--- config.mk ---
export PLATFORM = sky130hd
export DESIGN_NAME = temp_adc_reader
export DESIGN_NICKNAME = d
export VERILOG_FILES = /design/src/rtl/temp_adc_reader.sv
export SDC_FILE = /design/constraint.sdc
export NUM_CORES = 1
export LEC_CHECK = 0
export CORE_MARGIN = 1
export CORE_UTILIZATION = 40
export CTS_CLUSTER_SIZE = 8
export DETAILED_ROUTE_END_ITERATION = 6
export GPL_TIMING_DRIVEN = 0
export PLACE_DENSITY_LB_ADDON = 0.05
export SYNTH_ARGS = -nofsm -noshare
export SYNTH_HDL_FRONTEND = slang
export SYNTH_SLANG_ARGS = --single-unit
--- constraint.sdc ---
create_clock -name clock -period 3.6 [get_ports clock]
set_clock_uncertainty 0.2 [all_clocks]
set_input_delay 0.36 -clock clock [delete_from_list [all_inputs] [get_ports clock]]
set_output_delay 0.36 -clock clock [all_outputs]
set_load 0.01 [all_outputs]
--- src/rtl/temp_adc_reader.sv ---
// temp_adc_reader
//
// Periodically reads an 8-bit ADC0831-style serial converter. It drives
// chip select and the serial clock, shifts the conversion in MSB first, and
// presents the result as raw (8 bits) and temp (raw[7:3], 5 bits). Both
// outputs hold their value between conversions. temp_valid pulses for one
// cycle on each update.
//
// Parameters
//   CLK_DIV        clock cycles per sclk half-period (>= 2)
//   SAMPLE_PERIOD  idle cycles between conversions (>= 2)
//
// Ports
//   clock       system clock, rising edge
//   clr         asynchronous active-high reset
//   sdo         ADC serial data, sampled on sclk rising ticks
//   hold        blocks new conversions while high (IDLE only)
//   trig        one-cycle request for an immediate conversion (IDLE only)
//   cs_n        ADC chip select, active-low
//   sclk        ADC serial clock, idles low
//   raw         last complete conversion
//   temp        raw[7:3]
//   temp_valid  one-cycle strobe when raw/temp update
//   busy        high from cs_n fall through the temp_valid cycle
//
// State | meaning
// IDLE  | period counter running; waiting for terminal count or trig
// CONV  | cs_n low, generating sclk ticks 1..19 and capturing sdo
// DONE  | one-cycle strobe cycle; raw/temp just updated, cs_n high

module temp_adc_reader #(
    parameter int CLK_DIV       = 50,
    parameter int SAMPLE_PERIOD = 1000000
) (
    input  logic       clock,
    input  logic       clr,
    input  logic       sdo,
    input  logic       hold,
    input  logic       trig,
    output logic       cs_n,
    output logic       sclk,
    output logic [7:0] raw,
    output logic [4:0] temp,
    output logic       temp_valid,
    output logic       busy
);

    localparam int PW = $clog2(SAMPLE_PERIOD);
    localparam int HW = $clog2(CLK_DIV);

    localparam logic [PW-1:0] PER_TC    = PW'(SAMPLE_PERIOD - 1);
    localparam logic [HW-1:0] HALF_TC   = HW'(CLK_DIV - 1);
    // Tick 19 is the extra half-period after the last sclk fall; it ends
    // the conversion.
    localparam logic [4:0]    LAST_TICK = 5'd19;
    localparam logic [4:0]    FIRST_CAP = 5'd3;

    typedef enum logic [1:0] {
        IDLE = 2'd0,
        CONV = 2'd1,
        DONE = 2'd2
    } state_t;

    state_t        state, state_nx;
    logic [PW-1:0] per_cnt, per_cnt_nx;
    logic [HW-1:0] half_cnt, half_cnt_nx;
    logic [4:0]    tick_cnt, tick_cnt_nx;
    logic [4:0]    tick_inc;
    logic [7:0]    shift, shift_nx;
    logic          cs_n_nx;
    logic          sclk_nx;
    logic [7:0]    raw_nx;
    logic [4:0]    temp_nx;
    logic          temp_valid_nx;
    logic          busy_nx;

    assign tick_inc = tick_cnt + 5'd1;

    always_ff @(posedge clock or posedge clr) begin
        if (clr) begin
            state      <= IDLE;
            per_cnt    <= '0;
            half_cnt   <= '0;
            tick_cnt   <= '0;
            shift      <= '0;
            cs_n       <= 1'b1;
            sclk       <= 1'b0;
            raw        <= '0;
            temp       <= '0;
            temp_valid <= 1'b0;
            busy       <= 1'b0;
        end else begin
            state      <= state_nx;
            per_cnt    <= per_cnt_nx;
            half_cnt   <= half_cnt_nx;
            tick_cnt   <= tick_cnt_nx;
            shift      <= shift_nx;
            cs_n       <= cs_n_nx;
            sclk       <= sclk_nx;
            raw        <= raw_nx;
            temp       <= temp_nx;
            temp_valid <= temp_valid_nx;
            busy       <= busy_nx;
        end
    end

    always_comb begin
        state_nx      = state;
        per_cnt_nx    = per_cnt;
        half_cnt_nx   = half_cnt;
        tick_cnt_nx   = tick_cnt;
        shift_nx      = shift;
        cs_n_nx       = cs_n;
        sclk_nx       = sclk;
        raw_nx        = raw;
        temp_nx       = temp;
        temp_valid_nx = 1'b0;
        busy_nx       = busy;

        case (state)
            IDLE: begin
                if (!hold && (trig || per_cnt == PER_TC)) begin
                    state_nx    = CONV;
                    cs_n_nx     = 1'b0;
                    busy_nx     = 1'b1;
                    half_cnt_nx = '0;
                    tick_cnt_nx = '0;
                end else if (per_cnt != PER_TC) begin
                    // Saturates at terminal count while hold keeps us here.
                    per_cnt_nx = per_cnt + PW'(1);
                end
            end

            CONV: begin
                if (half_cnt == HALF_TC) begin
                    half_cnt_nx = '0;
                    tick_cnt_nx = tick_inc;
                    if (tick_inc == LAST_TICK) begin
                        state_nx      = DONE;
                        cs_n_nx       = 1'b1;
                        raw_nx        = shift;
                        temp_nx       = shift[7:3];
                        temp_valid_nx = 1'b1;
                    end else if (tick_inc[0]) begin
                        sclk_nx = 1'b1;
                        // Tick 1 is the dummy start pulse; ticks 3..17
                        // capture MSB first, so after eight shifts bit 7
                        // holds the first captured bit.
                        if (tick_inc >= FIRST_CAP) begin
                            shift_nx = {shift[6:0], sdo};
                        end
                    end else begin
                        sclk_nx = 1'b0;
                    end
                end else begin
                    half_cnt_nx = half_cnt + HW'(1);
                end
            end

            DONE: begin
                state_nx   = IDLE;
                busy_nx    = 1'b0;
                per_cnt_nx = '0;
            end

            default: begin
                state_nx = IDLE;
            end
        endcase
    end

endmodule
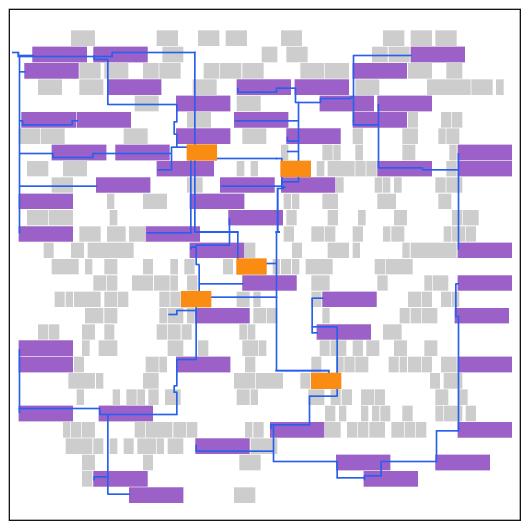
Figure 1: clock distribution.
Scale: 6 px per um.
[orange] clock drivers | count: 5
[blue] clock wires | length: 685 um
[purple] flip-flops | count: 53
flops lie: all over the die
routed clock nets: 6

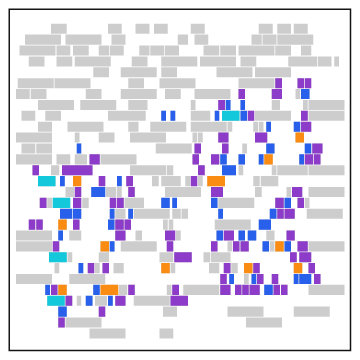
Figure 2: logic cells by family.
Scale: 4 px per um.
| color | family | cells | most used |
|---|---|---|---|
| cyan | fa/ha/maj cells | 5 | ha_1 |
| blue | nand cells | 50 | nand2_1 |
| purple | aoi and oai cells | 78 | o21ai_0 |
| orange | and/or cells | 12 | and3_1 |
combinational share of cell area: 0.414
dominant logic cell type in the layout: dfrtp_1

==> Slide: Implementation Results <==
Physical Implementation Snapshot

Synthesis
  • Mux cell area share: 0.0732
  • Async SR Flop Fraction: 1.00
  • Area share, top type: 0.473
  • Dominant cell type by area after synthesis: dfrtp_1
  • Floorplan net count: 287
  • Cell Area, Synth: 2750 um^2
  • Post-synth top flop: dfrtp_1
  • Avg Synthesized Cell Area: 9.93 um^2
  • Synth Warn #: 0
  • Ys flops: 53
  • Yosys xor share: 0.00955
  • Basic Gates by Area: 0.186
  • Post-synth cell types: 46
  • Compound Share, Synth: 0.185
  • Synthesized instance count: 277
  • Top cells by area: dfrtp_1 (47%), mux2_2 (7.0%), o21ai_0 (5.5%)
  • Fa+ha+maj area frac: 0.0227
  • EDFF count, synth: 0

Timing
  • Final hold slack: 0.172 ns
  • Setup TNS: 0 ns
  • Relative slew slack: 0.578
  • Worst-Margin Slew: 0.629 ns

Routing
  • Via density: 5.53
  • Vias: 2122
  • Pre-antenna DRT Iters: 4
  • Met2 WL: 2.75 mm
  • Metal-1 WL: 2.76 mm
  • Post-DRT Antenna Nets: 0

Finish
  • Reg area: 1330 um^2
  • Non-filler cells, final: 384
  • CLK BUF: 6
  • Fillers: 617
  • Area growth syn-to-layout: 15.1%
  • Signal buffers: 36
  • Clock buf/inv share: 0.0277
  • Non-clock buffer share: 0.0992
  • Logic area: 1310 um^2
  • Logic Gate Count: 202

Place
  • Routability cong.: 0.787
  • DP Wirelength: 4.05 mm
  • IO Port Bufs: 21

Status
  • Status: finished, final reports clean

Power
  • PwrDens: 301 nW/um^2
  • Total net switching power: 212 uW
  • Internal power: 740 uW
  • Worst VDD drop: 165 uV

Critical path
  • CP peak stage delay: 0.47 ns
  • CP Capture Type: flop
  • Worst reg2reg endpoint: per_cnt[2]
  • WP depth: 6
  • Worst setup startpoint: per_cnt[0]
  • Worst r2r src: per_cnt[0]
  • Crit path DRT: 3.59 ns
  • Worst R2R Setup Slack: 1.29 ns
  • Startpoint types: flop

GRT
  • Vias in the first global route: 2064
  • M2 GR Usage: 0.282
  • GR peak layer: met2
  • Met3 Track Usage GR: 0.0292
  • Met1 GRT Util: 0.224

Floorplanning
  • Full die area: 7210 um^2
  • Width of the die: 84.9 um
  • Row Count: 29
  • # IOs: 22

Clock tree
  • # clock sinks: 53
  • # hold bufs at CTS: 0
  • CTS root buffer: clkbuf_8
  • Post-CTS setup buffers: 0
  • H-Tree Depth: 2
-- state kept, by name, indices dropped and copies added, names as in the netlist --
name,cells
busy,1
cs_n,1
half_cnt,6
per_cnt,20
raw,8
sclk,1
shift,8
state,2
temp_valid,1
tick_cnt,5
-- power groups by stage --
| stage | logic [uW] | clock network [uW] | registers [uW] |
|---|---|---|---|
| after floorplan | 10.5 | 0 | 607 |
| after global placement | 19.8 | 0 | 608 |
| after detailed placement | 22.5 | 0 | 608 |
| after CTS | 22.6 | 350 | 596 |
| after global routing | 24.7 | 372 | 596 |
| final | 21.3 | 335 | 596 |
-- metrics by stage --
step	power [uW]	utilization	setup slack, ns
floorplan	618	-	1.55
global placement	627	0.471	0.612
detailed placement	630	0.474	1.12
CTS	968	0.487	1.27
global route	993	0.487	1.10
finish	952	0.487	1.29
Power figures rest on the tool's default switching activity, not on a simulated workload.
